clock_nets.png
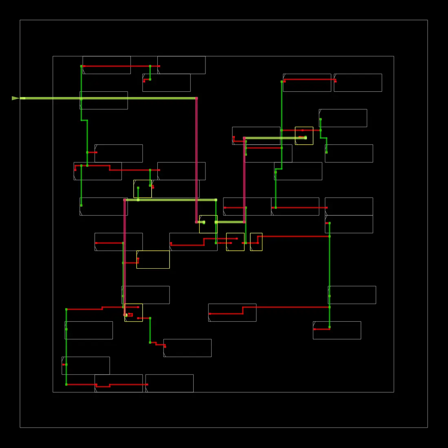
class_map.png
Scale bar: 20 um.
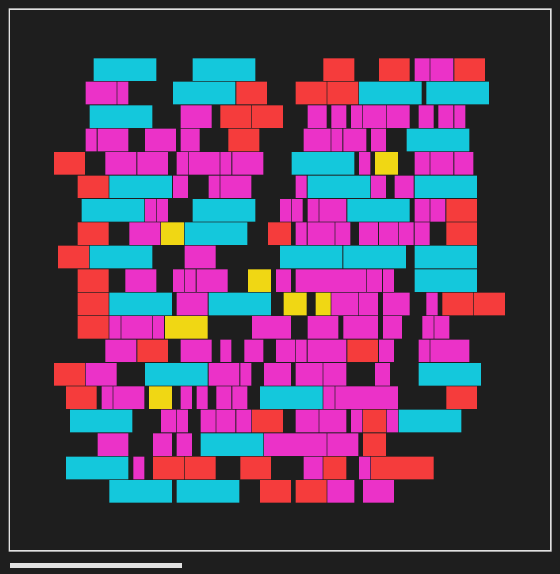
==> config.mk <==
export PLATFORM = sky130hd
export DESIGN_NAME = fifo_drain_flat
export DESIGN_NICKNAME = d
export VERILOG_FILES = /design/src/rtl/fifo_drain_if.sv /design/src/rtl/fifo_drain.sv /design/src/flat_wrapper.sv
export SDC_FILE = /design/constraint.sdc
export NUM_CORES = 1
export LEC_CHECK = 0
export CORE_MARGIN = 5
export CORE_UTILIZATION = 53
export CTS_CLUSTER_DIAMETER = 120
export CTS_CLUSTER_SIZE = 24
export DETAILED_ROUTE_END_ITERATION = 10
export PLACE_DENSITY = 0.82
export SLEW_MARGIN = 25
export SYNTH_ARGS = -nofsm -noshare
export SYNTH_HDL_FRONTEND = slang
export SYNTH_SLANG_ARGS = --single-unit
==> constraint.sdc <==
create_clock -name clk -period 4.1 [get_ports clk]
set_clock_uncertainty 0.05 [all_clocks]
set_input_delay 1.025 -clock clk [delete_from_list [all_inputs] [get_ports clk]]
set_output_delay 1.025 -clock clk [all_outputs]
set_load 0.05 [all_outputs]
==> src/rtl/fifo_drain_if.sv <==
// Bus bundle between the FIFO read port, the drain stage and the downstream sink.
// The master modport is the drain stage. The slave modport is its environment,
// meaning the FIFO plus the sink.
interface fifo_drain_if #(
  parameter int DATA_WIDTH = 8,
  parameter int CNT_WIDTH  = 11
);
  logic                  fifo_empty;
  logic [DATA_WIDTH-1:0] fifo_dout;
  logic                  fifo_rd;
  logic                  out_valid;
  logic                  out_ready;
  logic [DATA_WIDTH-1:0] out_data;
  logic [CNT_WIDTH-1:0]  drained_cnt;

  modport master (
    input  fifo_empty, fifo_dout, out_ready,
    output fifo_rd, out_valid, out_data, drained_cnt
  );

  modport slave (
    output fifo_empty, fifo_dout, out_ready,
    input  fifo_rd, out_valid, out_data, drained_cnt
  );
endinterface

==> src/rtl/fifo_drain.sv <==
// Read-side drain stage for a FIFO with 1-cycle read latency.
// Words are popped into a 2-entry skid buffer and presented on a valid/ready stream.
// The stage keeps a wrapping count of delivered words.
module fifo_drain #(
  parameter int DATA_WIDTH = 8,
  parameter int CNT_WIDTH  = 11
) (
  input  logic          clk,
  input  logic          resetn,
  fifo_drain_if.master  bus
);

  // Skid state. Entry 0 is the head, and it is what out_data shows.
  logic [1:0]            occ;
  logic                  pend;
  logic [DATA_WIDTH-1:0] entry0;
  logic [DATA_WIDTH-1:0] entry1;
  logic                  valid_q;
  logic [CNT_WIDTH-1:0]  cnt_q;

  // Next-state values.
  logic [1:0]            occ_nxt;
  logic [DATA_WIDTH-1:0] e0_nxt;
  logic [DATA_WIDTH-1:0] e1_nxt;

  logic                  xfer;
  logic                  rd;
  logic [2:0]            level;

  // Count every slot that is in use, including a read still in flight.
  // The word leaving this cycle is subtracted, because its slot frees up.
  // A pop is issued only while this projected level stays below 2.
  // As a result, occ + pend never exceeds 2 and the buffer cannot overflow.
  assign xfer  = valid_q & bus.out_ready;
  assign level = {1'b0, occ} + {2'b00, pend} - {2'b00, xfer};
  assign rd    = resetn & ~bus.fifo_empty & (level < 3'd2);

  assign bus.fifo_rd     = rd;
  assign bus.out_valid   = valid_q;
  assign bus.out_data    = entry0;
  assign bus.drained_cnt = cnt_q;

  // Skid buffer update. pend is the write and xfer is the read.
  always_comb begin
    // NOTE: every variable gets a default first so no path leaves it unassigned and no latch is inferred.
    occ_nxt = occ;
    e0_nxt  = entry0;
    e1_nxt  = entry1;
    case ({pend, xfer})
      2'b10: begin
        if (occ == 2'd0) e0_nxt = bus.fifo_dout;
        else             e1_nxt = bus.fifo_dout;
        occ_nxt = occ + 2'd1;
      end
      2'b01: begin
        e0_nxt  = entry1;
        occ_nxt = occ - 2'd1;
      end
      2'b11: begin
        if (occ == 2'd1) begin
          e0_nxt = bus.fifo_dout;
        end else begin
          e0_nxt = entry1;
          e1_nxt = bus.fifo_dout;
        end
      end
      default: ;
    endcase
  end

  // Register the buffer, the in-flight read flag and the delivered-word counter.
  always_ff @(posedge clk) begin
    // NOTE: all state uses non-blocking assignments, so every register samples pre-edge values.
    if (!resetn) begin
      occ     <= 2'd0;
      pend    <= 1'b0;
      valid_q <= 1'b0;
      cnt_q   <= '0;
      // NOTE: both skid entries are reset, not only the valid flag, because entry0 drives out_data directly.
      entry0  <= '0;
      entry1  <= '0;
    end else begin
      occ     <= occ_nxt;
      pend    <= rd;
      valid_q <= (occ_nxt != 2'd0);
      entry0  <= e0_nxt;
      entry1  <= e1_nxt;
      if (xfer) cnt_q <= cnt_q + 1'b1;
    end
  end

  // Structural invariants of the skid buffer and of the pop request.
  a_occ_bound : assert property (@(posedge clk) disable iff (!resetn) occ <= 2'd2);
  a_no_rd_empty : assert property (@(posedge clk) disable iff (!resetn) bus.fifo_rd |-> !bus.fifo_empty);

endmodule

==> src/flat_wrapper.sv <==
// flat-port wrapper written by rule: the top's interface ports become plain ports
module fifo_drain_flat 
#(
  parameter int DATA_WIDTH = 8,
  parameter int CNT_WIDTH  = 11
)
  (clk, resetn, bus_fifo_empty, bus_fifo_dout, bus_out_ready, bus_fifo_rd, bus_out_valid, bus_out_data, bus_drained_cnt);
  fifo_drain_if #(.DATA_WIDTH(DATA_WIDTH), .CNT_WIDTH(CNT_WIDTH)) bus_i ();
  input  logic clk;
  input  logic resetn;
  input wire logic [$bits(bus_i.fifo_empty)-1:0] bus_fifo_empty;
  input wire logic [$bits(bus_i.fifo_dout)-1:0] bus_fifo_dout;
  input wire logic [$bits(bus_i.out_ready)-1:0] bus_out_ready;
  output wire logic [$bits(bus_i.fifo_rd)-1:0] bus_fifo_rd;
  output wire logic [$bits(bus_i.out_valid)-1:0] bus_out_valid;
  output wire logic [$bits(bus_i.out_data)-1:0] bus_out_data;
  output wire logic [$bits(bus_i.drained_cnt)-1:0] bus_drained_cnt;
  assign bus_i.fifo_empty = bus_fifo_empty;
  assign bus_i.fifo_dout = bus_fifo_dout;
  assign bus_i.out_ready = bus_out_ready;
  assign bus_fifo_rd = bus_i.fifo_rd;
  assign bus_out_valid = bus_i.out_valid;
  assign bus_out_data = bus_i.out_data;
  assign bus_drained_cnt = bus_i.drained_cnt;
  fifo_drain #(.DATA_WIDTH(DATA_WIDTH), .CNT_WIDTH(CNT_WIDTH)) u_core (.clk(clk), .resetn(resetn), .bus(bus_i));
endmodule
==> GITHUB_STEP_SUMMARY <==
### Yosys + OpenROAD results

| Metric | Value |
|---|---|
| Int Power | `648.3 uW` |
| Total number of vias | `1,337` |
| Crit path max-delay cell type | `clkdlybuf4s50_1` |
| Synth mux share | `6.122%` |
| Final Slew Violations | `0` |
| Warnings, synthesis | `0` |
| RSZ-0062 raised after global routing | `no` |
| Buf/Inv on CP | `2` |
| Comb pwr | `508 uW` |
| Crit path time final | `3.919 ns` |
| Grt ovf | `0` |
| Total routed wirelength | `3.477 mm` |
| PortBufs | `32` |
| Floorplan net count | `176` |
| Dominant class by area | `multi-input combinational cells` |
| Fin nets | `210` |
| Setup TNS | `0 ns` |
| First drt pass iteration count | `4` |
| Switching power share of the total | `41.14%` |
| Clk sinks | `31` |
| Die Span Y | `62.69 um` |
| Maximum clock path buffer count | `2` |
| Leakage | `0.6992 nW` |
| AO/OA Area Share | `22.19%` |
| Met1 Resource Use GR | `21.57%` |
| Max reg flops | `11` |
| Area growth syn-to-layout | `28.83%` |
| Clock-cell share | `2.970%` |
| Critical path endpoint | `bus_fifo_rd` |
| Non-clock buffer share | `19.01%` |
| HPWL Detailed | `2.618 mm` |
| Seq share, synth | `42.18%` |
| DRC violation count after routing | `0` |
| Post-Synthesis Cells | `160` |
| Vias/cell | `5.942` |
| NetSw | `453.1 uW` |
| R2R Setup Slk | `2.07 ns` |
| Tool warnings | `27` |
| Hold Path Class | `reg2reg` |
| Ys flop type | `dfxtp_1` |
| Flop share of the area | `32.74%` |
| Crit path depth | `8` |
| Final Hold Viols | `0` |
| Cell variety after synth | `42` |
| Top cells, area | `dfxtp_1, nand2_1, mux2i_1` |
| Detailed Route Iter0 Violations | `93` |
| # Max-Cap Violations | `0` |
| Most used routing layer | `met2` |
| Grt met3 use | `5.396%` |
| CP delay by family, top | `buffers and inverters` |
| Largest net degree at the start of global routing | `30` |
| Clock power share | `16.4%` |
| Flop count | `31` |
| Post-synthesis sequential element count | `31` |
| Metal2 WL | `1.842 mm` |
| Initial antenna violation count | `0` |
| Met2 usage | `33.81%` |
| CP Launch Point | `bus_out_ready` |
| Hold_buf cts | `0` |
| Synth area leader | `dfxtp_1` |
| Post-CTS Resized | `0` |
| Arr. time, crit path | `2.84 ns` |
| Top non-seq family | `AND-OR/OR-AND gates` |
| WP data required | `3.02 ns` |
| PnR worst setup slack | `0.1813 ns` |
| Yosys cell count | `160` |
| Critical path peak fanout | `2` |
| R2r startpoint | `u_core.occ[1]$_SDFF_PN0_` |
| Register-to-Register Path Depth | `5` |
| Number of global-route vias before repair | `1,379` |
| Routability cong. | `0.7824` |
| Sequential power | `414 uW` |
| Mean Syn Cell Area | `9.196 um^2` |
| Inverters, non-clock | `7` |
| Worst-path clk slew | `0.09 ns` |
| Status | `complete, no violations` |
| Highest routed metal layer | `met4` |
| CTS Root Cell | `clkbuf_4` |
| Setup Buffers After CTS | `0` |
| Layout cells sized above 1 | `8.247%` |
| Combinational Power Share | `46.1%` |
## Picture notes: clock_nets.png
Layout clock buffers: 6
clk pwr: 180 uW
CTS Buf Count: 5

## Picture notes: class_map.png
| color | class | cells | share of their area |
|---|---|---|---|
| cyan | sequential cells | 31 | 33% |
| red | remaining buffers and delay cells | 36 | 19% |
| yellow | clock drivers and dummy loads | 7 | 3.0% |
| magenta | remaining logic cells | 120 | 44% |
Rows: 19
utilization after layout: 69.94%
Core ar.: 2710 um^2
Final Instance Area: 1896 um^2

-- cells in the mapped netlist, types with 2 or more instances --
master	count
nand3_1	5
nor2_1	4
inv_1	7
nor3_1	2
mux2i_1	9
o31ai_1	2
nand2_1	25
o21ai_0	9
or4_1	2
dfxtp_1	31
a21oi_1	8
clkbuf_1	7
and2_1	2
nand4_1	2
o32a_1	6
o211a_1	6
or3_1	3
a31oi_1	2
ha_1	3
xnor2_1	3
-- stage by stage --
| step | utilization [%] | std cells | total power, mW |
|---|---|---|---|
| after floorplan | - | 160 | 0.7714 |
| after global placement | 67.87 | 218 | 0.9064 |
| after detailed placement | 67.87 | 218 | 0.9270 |
| after CTS | 69.94 | 225 | 1.107 |
| after global routing | 69.94 | 225 | 1.161 |
| final | 69.94 | 225 | 1.101 |
-- how the worst min path moves through the flow --
| stage | slack [ns] | to | startpoint | cells past startpoint |
|---|---|---|---|---|
| 6_report | 0.42 | u_core.entry1[7]$_SDFFE_PN0P_ | u_core.entry1[7]$_SDFFE_PN0P_ | 2 |
| 5_1_grt | 0.44 | u_core.entry1[6]$_SDFFE_PN0P_ | u_core.entry1[6]$_SDFFE_PN0P_ | 2 |
| 4_1_cts | 0.42 | u_core.entry1[1]$_SDFFE_PN0P_ | u_core.entry1[1]$_SDFFE_PN0P_ | 2 |
| 3_5_place_dp | 0.40 | u_core.entry1[6]$_SDFFE_PN0P_ | u_core.entry1[6]$_SDFFE_PN0P_ | 2 |
| 3_3_place_gp | 0.39 | u_core.entry1[1]$_SDFFE_PN0P_ | u_core.entry1[1]$_SDFFE_PN0P_ | 2 |
| 2_1_floorplan | 0.38 | u_core.entry1[0]$_SDFFE_PN0P_ | u_core.entry1[0]$_SDFFE_PN0P_ | 2 |
No activity file was given, so power comes from the tool's default toggle rates.
